==> config.mk <==
export PLATFORM = sky130hd
export DESIGN_NAME = prbs7_word10
export DESIGN_NICKNAME = d
export VERILOG_FILES = /design/src/rtl/sn65lv1224_prbs_checker_pkg.sv /design/src/rtl/sn65lv1224_prbs_checker_prbs7_word10.sv
export SDC_FILE = /design/constraint.sdc
export NUM_CORES = 1
export LEC_CHECK = 0
export ABC_AREA = 0
export CAP_MARGIN = 15
export CORE_AREA = 2 2 39 41
export DETAILED_ROUTE_END_ITERATION = 7
export DIE_AREA = 0 0 41 43
export PLACE_DENSITY = 0.57
export SYNTH_ARGS = -nofsm -noshare
export SYNTH_HDL_FRONTEND = slang
export SYNTH_SLANG_ARGS = --single-unit
==> constraint.sdc <==
create_clock -name vclk -period 1.1
set_clock_uncertainty 0.1 [all_clocks]
set_input_delay 0.165 -clock vclk [all_inputs]
set_output_delay 0.165 -clock vclk [all_outputs]
set_load 0.05 [all_outputs]
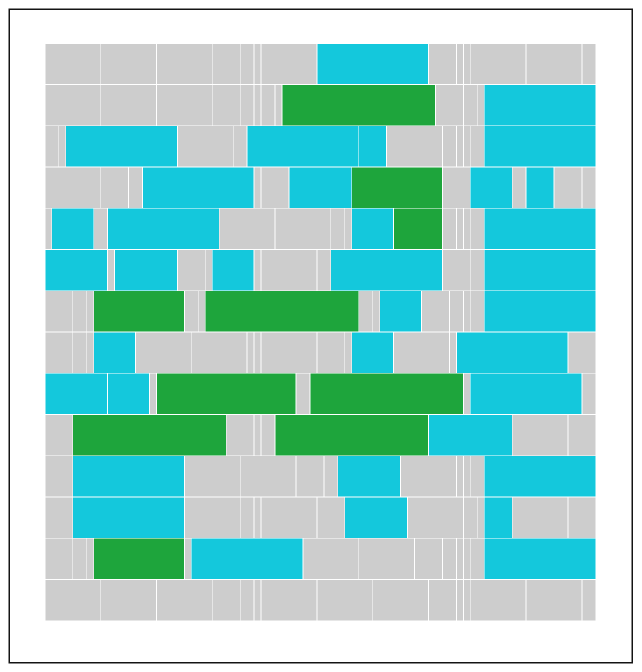
Run 1: placed cells, one colour a class
Fill, decap, tap and diode cells in grey.
[cyan] other buffers and delay cells | cells: 36
[green] all other logic | cells: 10
fin area: 758 µm²
Floorplan Core Area: 0.00138 mm²
number of standard-cell rows in the floorplan: 14
post-layout utilization of the core: 0.548
share of cell area taken by flip-flops and latches: 0

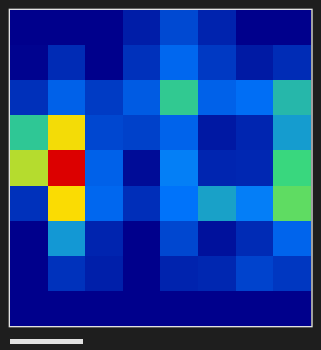
Run 1: wiring heat map
The bar under the picture is 10 µm long. The die is cut into 8 by 9 equal tiles; dark blue is low, red is high, scaled to the fullest tile. Values are wire area over tile area, all layers added.
densest ninth of the die: left middle
mean over tiles: 0.059
emptiest ninth of the die: bottom middle
nearly empty tiles: 26%
fullest tile: 0.36
tiles over half the peak: 6.9%
WL/cell: 9.53 µm
Total Routing Usage GR: 0.0788
Detailed Route WL: 591 µm

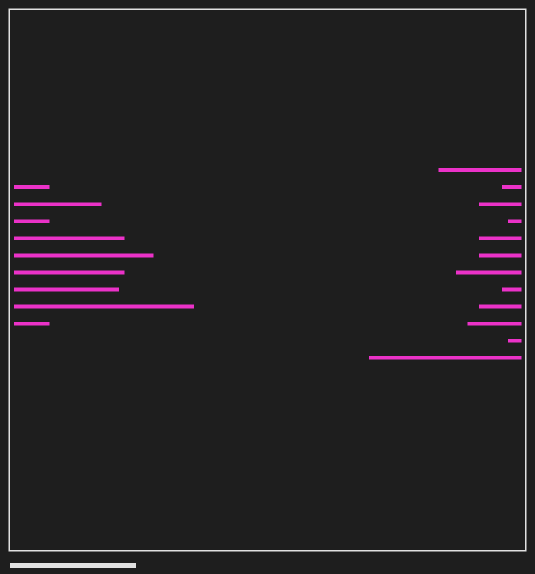
Run 1: M3 wires
The bar under the picture is 10 µm long.
main direction: horizontal
longest straight run: 14.0 µm
share of all routed wire: 18%
vias: 213
M3 GR Usage: 0.0366

==> results.txt, run 1 <==
Status of the implementation.

- The run finished, with violations left.
- The final reports fail on setup timing.
- The nature of the critical path endpoint is a primary output, for reference.
- The area taken by multi-input combinational cells is reported as between 200 and 250 µm².
- IR analysis of the VDD net gives a maximum drop of approximately 0.5 mV.
- The number of global-route vias before repair was between 200 and 250.
- The first global-routing pass estimated just under 1 mm of wire.
- Summed over all nets, the half-perimeter wirelength after detailed placement is approximately 560 µm.
- The worst slew margin relative to its limit is 0.862, for reference.
- The flop count is 0, for reference.
- The final period demand of the worst path is 1150 ps, for reference.
- The final critical-path setup slack is -49.7 ps, for reference.
- The number of nets at floorplan is 25, for reference.
- The floorplan report gives the top-level pin count as 24.
- The initial antenna violation count was 0.
- After synthesis, the design contains 18 cells according to Yosys.
- The ratio of cells with drive above 1 in the final layout is 0.978, for reference.
- The horizontal die dimension is about 41 µm, for reference.
- The net count of the finished layout is approximately 55, for reference.
- The number of failing setup endpoints in the final timing report is 2, for reference.
- The DRC violation total left in the routed layout is recorded as 0.
- STA classifies the critical path startpoint as an input port.
- After synthesis the cells add up to around 160 µm².
- As logged by OpenROAD, the buffers inserted on ports number 24.
- The cell with the largest stage delay on the worst path is sky130_fd_sc_hd__xor3_2, for reference.
- In the Yosys stats the netlist draws on 3 distinct library cells.
- The signal on the critical path passes through buf_8 > xor3_2 > buf_12.
- The maximum clock frequency is between 800 and 900 MHz, for reference.
- The final global-route overflow total is 0, for reference.
## run 1: metal layers
metal  part of all wire  vias up  global-route usage
li1                   -       99                   -
met1               0.27       93              0.0918
met2               0.55       21               0.134
met3               0.18        0              0.0366
met4                  0        0                   0
met5                  0        -                   0
## run 1: power breakdown
| part | total, mW | switching, mW | internal [mW] |
|---|---|---|---|
| logic | 0.733 | 0.377 | 0.356 |
| registers | 0 | 0 | 0 |
| clock network | 0 | 0 | 0 |
| total | 0.733 | 0.377 | 0.356 |
## run 1: area by class of cell
cell class,count,area share
repair buffers,36,0.683
multi-input cells,10,0.290
well taps,16,0.0264
## run 1: critical path: cells and delay by family
family | cells | cell delay (ps)
XOR/XNOR | 1 | 470
buffers and inverters | 2 | 250
## run 1: logic make-up (layout without fill, tap and decap cells)
group                     count (synthesis)  in the layout  synth area share
buffers and inverters                     8             36             0.369
xor gates and xnor gates                 10             10             0.631
## run 1: stage by stage
| stage | setup slack (ps) | util | instances |
|---|---|---|---|
| 2_1_floorplan | -116 | - | 18 |
| 3_3_place_gp | -623 | 0.539 | 61 |
| 3_5_place_dp | -617 | 0.539 | 61 |
| 4_1_cts | -65.8 | 0.529 | 61 |
| 5_1_grt | -60.3 | 0.548 | 62 |
| 6_report | -49.7 | 0.548 | 62 |
## run 1: cell usage after synthesis
library cell,n,area share
sky130_fd_sc_hd__xor3_1,1,0.15
sky130_fd_sc_hd__buf_4,8,0.37
sky130_fd_sc_hd__xor2_1,9,0.48
## run 1: timing repair
item / CTS / global route
setup endpoints to repair: 17 / 4
pin swaps: 5 / 2
buffers inserted: 0 / 1
gates resized: 33 / 5
hold buffers: 0 / 0
==> run 2, diff against run 1 <==
- REMOVE_ABC_BUFFERS: default -> 1
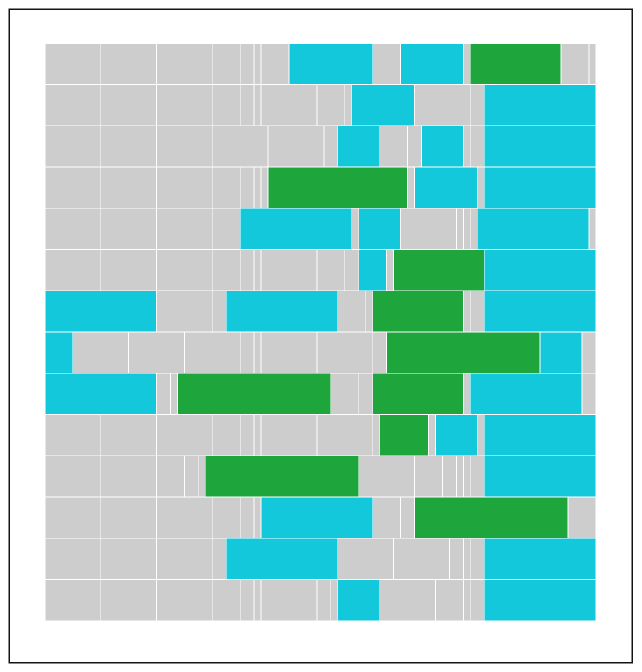
Run 2: placed cells, one colour a class
Fill, decap, tap and diode cells in grey.
[cyan] other buffers and delay cells | cells: 29
[green] all other logic | cells: 10
post-layout utilization of the core: 0.486
fin area: 673 µm²

==> results.txt, run 2 <==
Status of the implementation.

- The number of global-route vias before repair is 177 (-12%).
- The post-cts hold buffer count is 0 (unchanged), for reference.
- The run finished, with violations left.
- The count of input and output buffers is 24 (unchanged), for reference.
- The final reports fail on setup timing.
- The horizontal die dimension is 41 µm (unchanged), for reference.
- The cell with the largest stage delay on the worst path is sky130_fd_sc_hd__xor3_2, for reference.
- Looking at area per cell type in the netlist, the leader is sky130_fd_sc_hd__xor2_1.
- The area of the synthesized netlist per yosys stat is around 160 µm², for reference.
- The final period demand of the worst path was 1150 ps (-2.37 ps).
- The flop count was 0 (unchanged).
- The depth of the critical timing path with buffers and inverters included was 3 (unchanged).
- The area of the core is 0.00138 mm² (unchanged), for reference.
- The net count of the finished layout is 48 (-13%), for reference.
- The largest vdd supply drop is 0.375 mV (-26%), for reference.
- The maximum clock frequency is 872 MHz (+0.21%).
- The signal on the critical path passes through buf_8 > xor3_2 > buf_12.
- The final critical-path setup slack is -47.3 ps (+2.37 ps), for reference.
- The ratio of cells with drive above 1 in the final layout came to 0.974 (-0.00390).
- In this run the remaining antenna-violating nets after routing total 0.
- The most common cell in the synthesized netlist is sky130_fd_sc_hd__xor2_1.
- Per STA, the worst path accumulates the most delay in the family XOR/XNOR gates.
- The combinational power share was 1.000 (about the same).
- Counting instances in the post-synthesis netlist gives the leading cell types as sky130_fd_sc_hd__xor2_1, sky130_fd_sc_hd__buf_4, sky130_fd_sc_hd__xor3_1.
- The number of failing setup endpoints in the final timing report was 2 (unchanged).
- The combinational gate area was 209 µm² (-5.1%).
- The unique cell type count in the Yosys netlist came to 3 (unchanged).
- The share of the synthesized area in the top cell type is 0.485 (unchanged), for reference.
- The number of placed cells counting well taps is 57 (-6.6%), for reference.
- The global router's overall resource usage is 0.0583 (-0.0205), for reference.
- The critical path launch point type is an input port, for reference.
- Ranked by total cell area, the synthesized netlist is headed by sky130_fd_sc_hd__xor2_1, sky130_fd_sc_hd__buf_4, sky130_fd_sc_hd__xor3_1.
- The switching component of the power is 0.365 mW (-3.0%), for reference.
- The fill cell instance count of the final layout is 119, for reference.
- The internal power summed over all cells was 0.330 mW (-7.4%).
- The final instance count without filler cells came to 55 (-11%).
- The cell area after synthesis was 163 µm² (unchanged).
- The worst slack at placement was -510 ps (+107 ps).
- The final global-route overflow total is 0 (unchanged), for reference.
- The switching power share of the total came to 0.526 (+0.0116).
- The standard-cell row count came to 14 (unchanged).
- The total buffers and inverters traversed by the critical path is 2 (unchanged), for reference.
- The worst setup path is captured at a primary output.
- The number of design rule violations left after detail routing is 0 (unchanged), for reference.
- The count of instantiated cells in the yosys netlist came to 18 (unchanged).
- The initial antenna violation count was 0 (unchanged).
- The global-route wire length before repair is 759 µm (-22%).
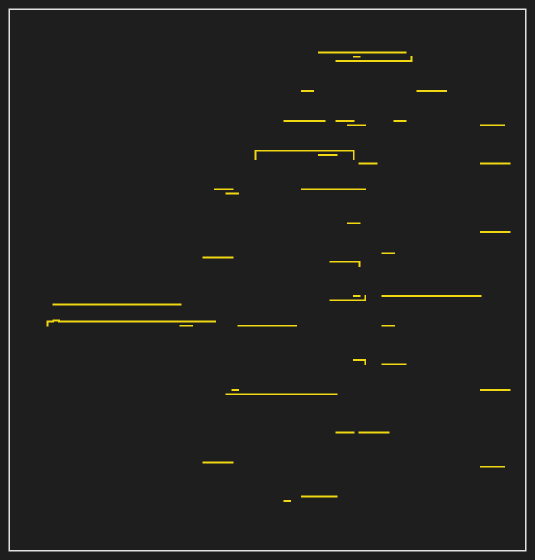
Run 2: M1 wires
main direction: horizontal
share of all routed wire: 25%
nets with wire on the layer: 28
vias: 181
Detailed Route WL: 486 µm
met1 Usage GRT: 0.0645

## run 2: cell counts after synthesis
No cell type changed its count.
## run 2: layout make-up
| cell class | instances | share of cell area |
|---|---|---|
| repair buffers | 29 | 0.660 |
| well taps | 16 | 0.0297 |
| multi-input cells | 10 | 0.310 |
## run 2: worst min-delay path, stage by stage
cell and delay (ps):
sky130_fd_sc_hd__buf_6 90, sky130_fd_sc_hd__xor2_2 110, sky130_fd_sc_hd__buf_12 150
## run 2: kinds of logic after synthesis
kind of cell              share of synthesized area
buffers and inverters                         0.369
xor gates and xnor gates                      0.631
## run 2: power groups by stage
stage / Sequential, mW / Combinational (mW) / Clock [mW]
after CTS: 0 / 0.698 / 0
after global placement: 0 / 0.671 / 0
after detailed placement: 0 / 0.676 / 0
after floorplan: 0 / 0.288 / 0
final: 0 / 0.695 / 0
after global routing: 0 / 0.718 / 0
## run 2: repair_timing
action,CTS,global route
endpoints found under the setup margin,17,6
buffers inserted,1,0
pin swaps,3,1
gates resized,49,4
## run 2: per-layer routing
layer	routed length (µm)	track usage
met1	123	0.0645
met2	292	0.116
met3	70	0.00524
met4	0	0
met5	0	0
Power is estimated from default activity; no workload was simulated.
